**config.mk**
```make
export PLATFORM = sky130hd
export DESIGN_NAME = instr_encoder_flat
export DESIGN_NICKNAME = d
export VERILOG_FILES = /design/src/rtl/instr_encoder_pkg.sv /design/src/rtl/instr_encoder_if.sv /design/src/rtl/instr_encoder.sv /design/src/flat_wrapper.sv
export SDC_FILE = /design/constraint.sdc
export NUM_CORES = 1
export LEC_CHECK = 0
export CAP_MARGIN = 15
export CORE_MARGIN = 2
export CORE_UTILIZATION = 43
export DETAILED_ROUTE_END_ITERATION = 6
export PLACE_DENSITY = 0.82
export SLEW_MARGIN = 20
export SYNTH_ARGS = -nofsm -noshare
export SYNTH_HDL_FRONTEND = slang
export SYNTH_SLANG_ARGS = --single-unit
```
**constraint.sdc**
```tcl
create_clock -name clk_i -period 1.5 [get_ports clk_i]
set_input_delay 0.225 -clock clk_i [delete_from_list [all_inputs] [get_ports clk_i]]
set_output_delay 0.225 -clock clk_i [all_outputs]
set_load 0.01 [all_outputs]
```
**src/rtl/instr_encoder_pkg.sv**
```systemverilog
// -----------------------------------------------------------------------------
// instr_encoder_pkg
//   Definitions shared by the TTA instruction encoder and decoder: the Unit
//   enumeration, op-word field positions and the operand-word rule. Keeping
//   them in one place means producer and consumer of the stream cannot
//   disagree on the layout.
// -----------------------------------------------------------------------------
`timescale 1ns/1ps
package instr_encoder_pkg;

    localparam int WORD_WIDTH  = 32;
    localparam int UNIT_WIDTH  = 4;
    localparam int INDEX_WIDTH = 12;

    // Op word field positions (LSB of each field).
    localparam int OP_SRC_UNIT_LSB = 0;
    localparam int OP_SI_LSB       = 4;
    localparam int OP_DST_UNIT_LSB = 16;
    localparam int OP_DI_LSB       = 20;

    typedef enum logic [UNIT_WIDTH-1:0] {
        UNIT_NONE           = 4'h0,
        UNIT_ALU            = 4'h1,
        UNIT_RF             = 4'h2,
        UNIT_LSU            = 4'h3,
        UNIT_BRANCH         = 4'h4,
        UNIT_IMM            = 4'h5,
        UNIT_MEMORY_OPERAND = 4'hD,
        UNIT_ABS_OPERAND    = 4'hE
    } Unit;

    // A unit carries a trailing 32-bit operand word exactly when it addresses
    // memory or an absolute operand.
    function automatic logic needs_operand(input Unit u);
        return (u == UNIT_MEMORY_OPERAND) || (u == UNIT_ABS_OPERAND);
    endfunction

    function automatic logic [WORD_WIDTH-1:0] pack_op_word(
        input Unit                    src_unit,
        input logic [INDEX_WIDTH-1:0] si,
        input Unit                    dst_unit,
        input logic [INDEX_WIDTH-1:0] di
    );
        logic [WORD_WIDTH-1:0] w;
        w = '0;
        w[OP_SRC_UNIT_LSB +: UNIT_WIDTH]  = src_unit;
        w[OP_SI_LSB       +: INDEX_WIDTH] = si;
        w[OP_DST_UNIT_LSB +: UNIT_WIDTH]  = dst_unit;
        w[OP_DI_LSB       +: INDEX_WIDTH] = di;
        return w;
    endfunction

endpackage

```
**src/rtl/instr_encoder_if.sv**
```systemverilog
// -----------------------------------------------------------------------------
// instr_encoder_if
//   Bundles the encoder's descriptor input channel, word output channel and
//   address-load controls.
//   slave  : the encoder (consumes descriptors, produces words)
//   master : the sequencer / memory side (produces descriptors, accepts words)
// -----------------------------------------------------------------------------
`timescale 1ns/1ps
interface instr_encoder_if #(
    parameter int ADDR_WIDTH = 12
) ();
    import instr_encoder_pkg::*;

    // Descriptor channel
    logic                   move_valid_i;
    logic                   move_ready_o;
    Unit                    src_unit_i;
    logic [INDEX_WIDTH-1:0] si_i;
    logic [WORD_WIDTH-1:0]  src_operand_i;
    Unit                    dst_unit_i;
    logic [INDEX_WIDTH-1:0] di_i;
    logic [WORD_WIDTH-1:0]  dst_operand_i;

    // Word channel
    logic                   word_valid_o;
    logic                   word_ready_i;
    logic [WORD_WIDTH-1:0]  word_o;
    logic                   word_last_o;
    logic [ADDR_WIDTH-1:0]  addr_o;

    // Address counter load
    logic                   load_i;
    logic [ADDR_WIDTH-1:0]  load_addr_i;

    modport slave (
        input  move_valid_i, src_unit_i, si_i, src_operand_i,
               dst_unit_i, di_i, dst_operand_i,
               word_ready_i, load_i, load_addr_i,
        output move_ready_o, word_valid_o, word_o, word_last_o, addr_o
    );

    modport master (
        output move_valid_i, src_unit_i, si_i, src_operand_i,
               dst_unit_i, di_i, dst_operand_i,
               word_ready_i, load_i, load_addr_i,
        input  move_ready_o, word_valid_o, word_o, word_last_o, addr_o
    );

endinterface

```
**src/rtl/instr_encoder.sv**
```systemverilog
// -----------------------------------------------------------------------------
// instr_encoder
//   Turns each accepted move descriptor into one op word followed by an
//   optional source operand word and an optional destination operand word,
//   each tagged with a running word address.
//   Ports:
//     clk_i   clock
//     rst_ni  asynchronous active-low reset (release synchronously to clk_i)
//     bus     instr_encoder_if.slave: descriptor in, word out, address load
// -----------------------------------------------------------------------------
`timescale 1ns/1ps
module instr_encoder
    import instr_encoder_pkg::*;
#(
    parameter int ADDR_WIDTH = 12
) (
    input  logic           clk_i,
    input  logic           rst_ni,
    instr_encoder_if.slave bus
);

    typedef enum logic [1:0] {
        IDLE,
        OP,
        SRC_OPND,
        DST_OPND
    } state_e;

    state_e                r_state;
    logic                  r_enabled;
    logic                  r_valid;
    logic                  r_last;
    logic                  r_need_src;
    logic                  r_need_dst;
    logic [WORD_WIDTH-1:0] r_word;
    logic [WORD_WIDTH-1:0] r_src_opnd;
    logic [WORD_WIDTH-1:0] r_dst_opnd;
    logic [ADDR_WIDTH-1:0] r_addr;

    logic                  w_word_hs;
    logic                  w_move_ready;
    logic                  w_move_acc;
    logic                  w_new_need_src;
    logic                  w_new_need_dst;
    logic [WORD_WIDTH-1:0] w_op_word;

    assign w_word_hs      = r_valid && bus.word_ready_i;
    // Ready either when idle or on the edge the final word of the current
    // move leaves, so consecutive moves stream without a bubble.
    assign w_move_ready   = r_enabled && ((r_state == IDLE) || (w_word_hs && r_last));
    assign w_move_acc     = bus.move_valid_i && w_move_ready;
    assign w_new_need_src = needs_operand(bus.src_unit_i);
    assign w_new_need_dst = needs_operand(bus.dst_unit_i);
    assign w_op_word      = pack_op_word(bus.src_unit_i, bus.si_i, bus.dst_unit_i, bus.di_i);

    always_ff @(posedge clk_i or negedge rst_ni) begin
        if (!rst_ni) begin
            r_state    <= IDLE;
            r_enabled  <= 1'b0;
            r_valid    <= 1'b0;
            r_last     <= 1'b0;
            r_need_src <= 1'b0;
            r_need_dst <= 1'b0;
            r_word     <= '0;
            r_src_opnd <= '0;
            r_dst_opnd <= '0;
            r_addr     <= '0;
        end else begin
            r_enabled <= 1'b1;

            // A load takes priority over the increment of a concurrent handshake.
            if (bus.load_i) begin
                r_addr <= bus.load_addr_i;
            end else if (w_word_hs) begin
                r_addr <= r_addr + 1'b1;
            end

            if (w_move_acc) begin
                // The op word register holds the latched unit/index fields.
                r_state    <= OP;
                r_valid    <= 1'b1;
                r_word     <= w_op_word;
                r_last     <= !w_new_need_src && !w_new_need_dst;
                r_need_src <= w_new_need_src;
                r_need_dst <= w_new_need_dst;
                r_src_opnd <= bus.src_operand_i;
                r_dst_opnd <= bus.dst_operand_i;
            end else if (w_word_hs && r_last) begin
                r_state <= IDLE;
                r_valid <= 1'b0;
                r_last  <= 1'b0;
            end else if (w_word_hs) begin
                // Not the last word, so at least one operand word follows;
                // the source operand always goes first.
                case (r_state)
                    OP: begin
                        if (r_need_src) begin
                            r_state <= SRC_OPND;
                            r_word  <= r_src_opnd;
                            r_last  <= !r_need_dst;
                        end else begin
                            r_state <= DST_OPND;
                            r_word  <= r_dst_opnd;
                            r_last  <= 1'b1;
                        end
                    end
                    SRC_OPND: begin
                        r_state <= DST_OPND;
                        r_word  <= r_dst_opnd;
                        r_last  <= 1'b1;
                    end
                    default: begin
                        r_state <= r_state;
                    end
                endcase
            end
        end
    end

    assign bus.move_ready_o = w_move_ready;
    assign bus.word_valid_o = r_valid;
    assign bus.word_o       = r_word;
    assign bus.word_last_o  = r_last;
    assign bus.addr_o       = r_addr;

endmodule

```
**src/flat_wrapper.sv**
```systemverilog
// flat-port wrapper written by rule: the top's interface ports become plain ports
module instr_encoder_flat import instr_encoder_pkg::*;
#(
    parameter int ADDR_WIDTH = 12
)
  (clk_i, rst_ni, bus_move_valid_i, bus_src_unit_i, bus_si_i, bus_src_operand_i, bus_dst_unit_i, bus_di_i, bus_dst_operand_i, bus_word_ready_i, bus_load_i, bus_load_addr_i, bus_move_ready_o, bus_word_valid_o, bus_word_o, bus_word_last_o, bus_addr_o);
  instr_encoder_if #(.ADDR_WIDTH(ADDR_WIDTH)) bus_i ();
  input  logic clk_i;
  input  logic rst_ni;
  input wire logic [$bits(bus_i.move_valid_i)-1:0] bus_move_valid_i;
  input wire logic [$bits(bus_i.src_unit_i)-1:0] bus_src_unit_i;
  input wire logic [$bits(bus_i.si_i)-1:0] bus_si_i;
  input wire logic [$bits(bus_i.src_operand_i)-1:0] bus_src_operand_i;
  input wire logic [$bits(bus_i.dst_unit_i)-1:0] bus_dst_unit_i;
  input wire logic [$bits(bus_i.di_i)-1:0] bus_di_i;
  input wire logic [$bits(bus_i.dst_operand_i)-1:0] bus_dst_operand_i;
  input wire logic [$bits(bus_i.word_ready_i)-1:0] bus_word_ready_i;
  input wire logic [$bits(bus_i.load_i)-1:0] bus_load_i;
  input wire logic [$bits(bus_i.load_addr_i)-1:0] bus_load_addr_i;
  output wire logic [$bits(bus_i.move_ready_o)-1:0] bus_move_ready_o;
  output wire logic [$bits(bus_i.word_valid_o)-1:0] bus_word_valid_o;
  output wire logic [$bits(bus_i.word_o)-1:0] bus_word_o;
  output wire logic [$bits(bus_i.word_last_o)-1:0] bus_word_last_o;
  output wire logic [$bits(bus_i.addr_o)-1:0] bus_addr_o;
  assign bus_i.move_valid_i = bus_move_valid_i;
  assign bus_i.src_unit_i = bus_src_unit_i;
  assign bus_i.si_i = bus_si_i;
  assign bus_i.src_operand_i = bus_src_operand_i;
  assign bus_i.dst_unit_i = bus_dst_unit_i;
  assign bus_i.di_i = bus_di_i;
  assign bus_i.dst_operand_i = bus_dst_operand_i;
  assign bus_i.word_ready_i = bus_word_ready_i;
  assign bus_i.load_i = bus_load_i;
  assign bus_i.load_addr_i = bus_load_addr_i;
  assign bus_move_ready_o = bus_i.move_ready_o;
  assign bus_word_valid_o = bus_i.word_valid_o;
  assign bus_word_o = bus_i.word_o;
  assign bus_word_last_o = bus_i.word_last_o;
  assign bus_addr_o = bus_i.addr_o;
  instr_encoder #(.ADDR_WIDTH(ADDR_WIDTH)) u_core (.clk_i(clk_i), .rst_ni(rst_ni), .bus(bus_i));
endmodule
```
Figure 1. Met1 routing (run 1).
The bar under the picture is 20 um long.
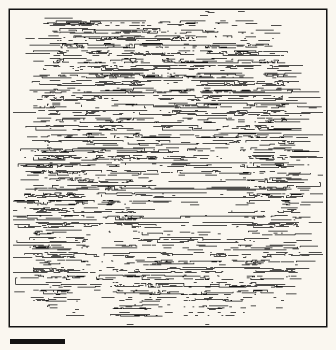
The layer holds 39% of the routed length. 804 nets have wire on it. The layer carries 7480 um of wire. The wires run mostly horizontal.
drt total wl: 19.3 mm
met1 usage: 32.9%
via count: 5159

Figure 2. The metal 2 layer (run 1).
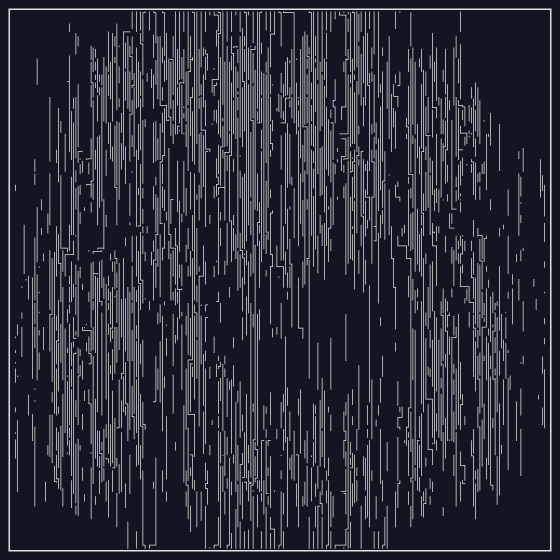
810 nets have wire on it. The layer carries 9780 um of wire. The layer holds 51% of the routed length.

==> flow_summary_export.csv, run 1 <==
group,metric,value,unit
power,power_switching,0.00166,W
synth,top_cells_by_area,"dfrtp_1 54%, nand2_1 17%, mux2_2 7.0%, mux2i_1 6.2%, o21ai_0 3.5%",
drt,post_drt_wl_per_cell,20.3,um
global_routing,grt_overflow,0,
critical_path,cp-endpoint,"u_core.bus.word_o[21]",
critical_path,r2r-start,"u_core.r_state[0]",
synth,avgSynthCellArea,9.54,um^2
outcome,outcome,"finished with violations",
global_routing,top_usage_layer,"met2",
final_layout,area_growth,73.6,%
power,maxPowerGroup,"clock",
critical_path,arrival,2.12,ns
sta,fin_crit,1.82,ns
sta,setup_ws,-0.322,ns
place,dpl_cell_area,7310,um^2
final_layout,most-common-layout-cells,"149 x nand2_1, 111 x clkdlybuf4s50_1, 110 x dfrtp_1",
outcome,violations,"negative setup slack",
sta,rsz0062_at_grt,"true",
power,p_seq_share,42.5,%
critical_path,worstSetupStartpoint,"u_core.r_state[0]",
drt,drc,0,
synth,ys_top_cells_by_count,"243 x nand2_1, 115 x dfrtp_1, 37 x o21ai_0",
critical_path,cp-end-kind,"register",
hold_path,worstHoldEndpoint,"u_core.r_dst_opnd[7]",
synth,post-synth-top-count-cell,"nand2_1",
power,cellPowerDensity,813,nW/um^2
final_layout,final_cell_area,9190,um^2
synth,postSynthSeqShare,54.3,%
global_routing,grt_use_met2,45.5,%
drt,dr.pass1.iters,5,
place,placedCellCount,861,
sta,setup_violations,103,
floorplan,fp_util,44.1,%
Figure 3. Metal 3 (run 1).
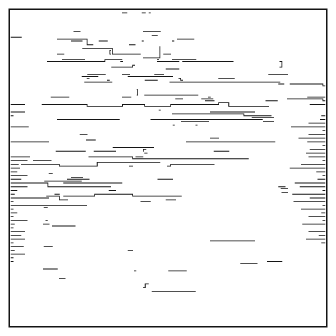
The layer holds 7.1% of the routed length. The wires run mostly horizontal.

Figure 4. Met4 routing (run 1).
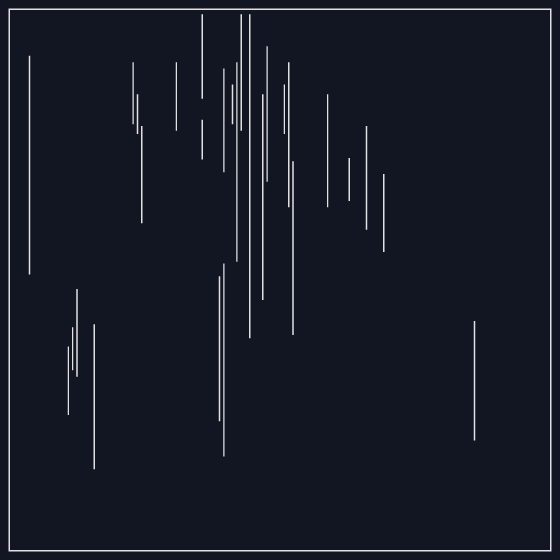
The longest straight run is 68.7 um. 27 nets have wire on it. The layer carries 682 um of wire. The layer holds 3.5% of the routed length. The wires run mostly vertical.

## run 1: logic make-up (layout without fill, tap and decap cells)
| group | after synthesis | count (layout) | synth area share [%] |
|---|---|---|---|
| AOI/OAI and AO/OA | 52 | 52 | 5.32 |
| xor gates and xnor gates | 12 | 12 | 1.98 |
| and+or+nand+nor | 271 | 271 | 20.5 |
| DFF | 115 | 115 | 54.3 |
| buffers and inverters | 35 | 282 | 3.85 |
| adders and majority gates | 3 | 3 | 0.709 |
| other | 1 | 2 | 0.0708 |
| muxes | 66 | 66 | 13.3 |
## run 1: cell type report
cell class / instances / area (um^2)
tap: 147 / 184
timing repair buffer: 248 / 2790
inverter: 3 / 11.3
clock buffer: 27 / 513
clock inverter: 4 / 22.5
fill: 740 / 2820
multi-input combinational: 405 / 2790
sequential: 115 / 2880
antenna: 1 / 2.50
Figure 5. Congestion heat map (run 1).
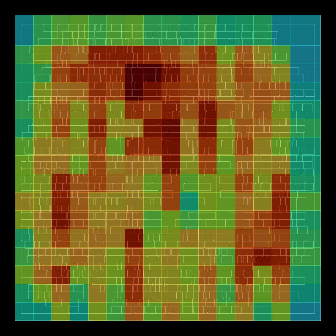

--- run 2 (diff from run 1) ---
--- a/config.mk
+++ b/config.mk
@@ -10,6 +10,7 @@
 export CORE_UTILIZATION = 43
 export DETAILED_ROUTE_END_ITERATION = 6
 export PLACE_DENSITY = 0.82
+export SKIP_CTS_REPAIR_TIMING = 1
 export SLEW_MARGIN = 20
 export SYNTH_ARGS = -nofsm -noshare
 export SYNTH_HDL_FRONTEND = slang
Figure 6. Congestion heat map (run 2).
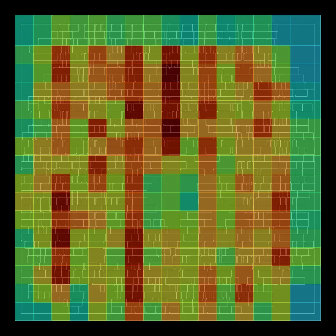
final core utilization: 73.3%
met2 usage: 36.7%
busiest grt layer: met2
Tot GR Track Use: 21.9%

==> run 2 against run 1 <==
The run still ends with negative setup slack left. Cell count decreased by 2.5%. Synthesized cell count unchanged. Final area decreased by 4.2%. Worst hold slack improved by 0.0097 ns. Flip-flop count unchanged. Largest power group unchanged. Critical path type unchanged. Critical path depth increased by 1. Clock power about the same.
==> flow_summary_export.csv, run 2 <==
group,metric,value,unit
critical_path,cp-endpoint,"u_core.bus.word_o[23]",
synth,synthAoiAreaFrac,5.32,%
final_layout,area_growth,66.2,%
place,placedCellCount,861,
critical_path,cp-end-kind,"register",
synth,post-synth-top-count-cell,"nand2_1",
outcome,violations,"negative setup slack",
final_layout,final_cell_area,8800,um^2
floorplan,fp_util,44.1,%
hold_path,worstHoldEndpoint,"u_core.r_dst_opnd[30]",
global_routing,grt_pass1_vias,4688,
drt,via_count,4838,
sta,timing.hold.ws,0.352,ns
synth,simple_gate_area_share,20.5,%
clock_network,cts_tree,"yes",
sta,setup_ws,-0.244,ns
final_layout,antenna-diode-count,0,
drt,dr.pass1.iters,4,
synth,ys_top_logic_family,"simple AND/OR/NAND/NOR gates",
sta,finalSetupTns,-12.24,ns
power,power_switching,0.00160,W
power,cellPowerDensity,842,nW/um^2
synth,top_cells_by_area,"dfrtp_1 54%, nand2_1 17%, mux2_2 7.0%, mux2i_1 6.2%, o21ai_0 3.5%",
final_layout,most-common-layout-cells,"207 x nand2_1, 111 x clkdlybuf4s50_1, 110 x dfrtp_1",
synth,avgSynthCellArea,9.54,um^2
critical_path,r2r-start,"u_core.r_state[0]",
place,dpl_cell_area,7310,um^2
power,p_seq_share,42.8,%
critical_path,worstSetupStartpoint,"u_core.r_state[0]",
synth,ys_top_cells_by_count,"243 x nand2_1, 115 x dfrtp_1, 37 x o21ai_0",
outcome,outcome,"finished with violations",
drt,drc,0,
drt,wl,17.2,mm
synth,ys_sh_mux,13.3,%
critical_path,cp_top_family,"multiplexers",
sta,rsz0062_at_grt,"true",
sta,setup_violations,100,
global_routing,grt_util_met1,26.5,%
global_routing,grt_overflow,0,
synth,synthXorXnorAreaFrac,1.98,%
run 2: final cells by class:
| type | count | area, um^2 |
|---|---|---|
| timing repair buffer | 225 | 2620 |
| tap | 147 | 184 |
| clock buffer | 27 | 513 |
| fill | 798 | 3210 |
| inverter | 3 | 11.3 |
| multi-input combinational | 405 | 2560 |
| clock inverter | 4 | 22.5 |
| sequential | 115 | 2880 |
run 2: power by group through the flow:
stage | Sequential (W) | Clock [W] | Combinational (W)
after global placement | 0.00322 | 0 | 0.000546
after CTS | 0.00317 | 0.00367 | 0.000559
after floorplan | 0.00324 | 0 | 0.0000654
after detailed placement | 0.00322 | 0 | 0.000553
after global routing | 0.00317 | 0.00384 | 0.000631
final | 0.00317 | 0.00365 | 0.000592
Power is estimated from default activity; no workload was simulated.
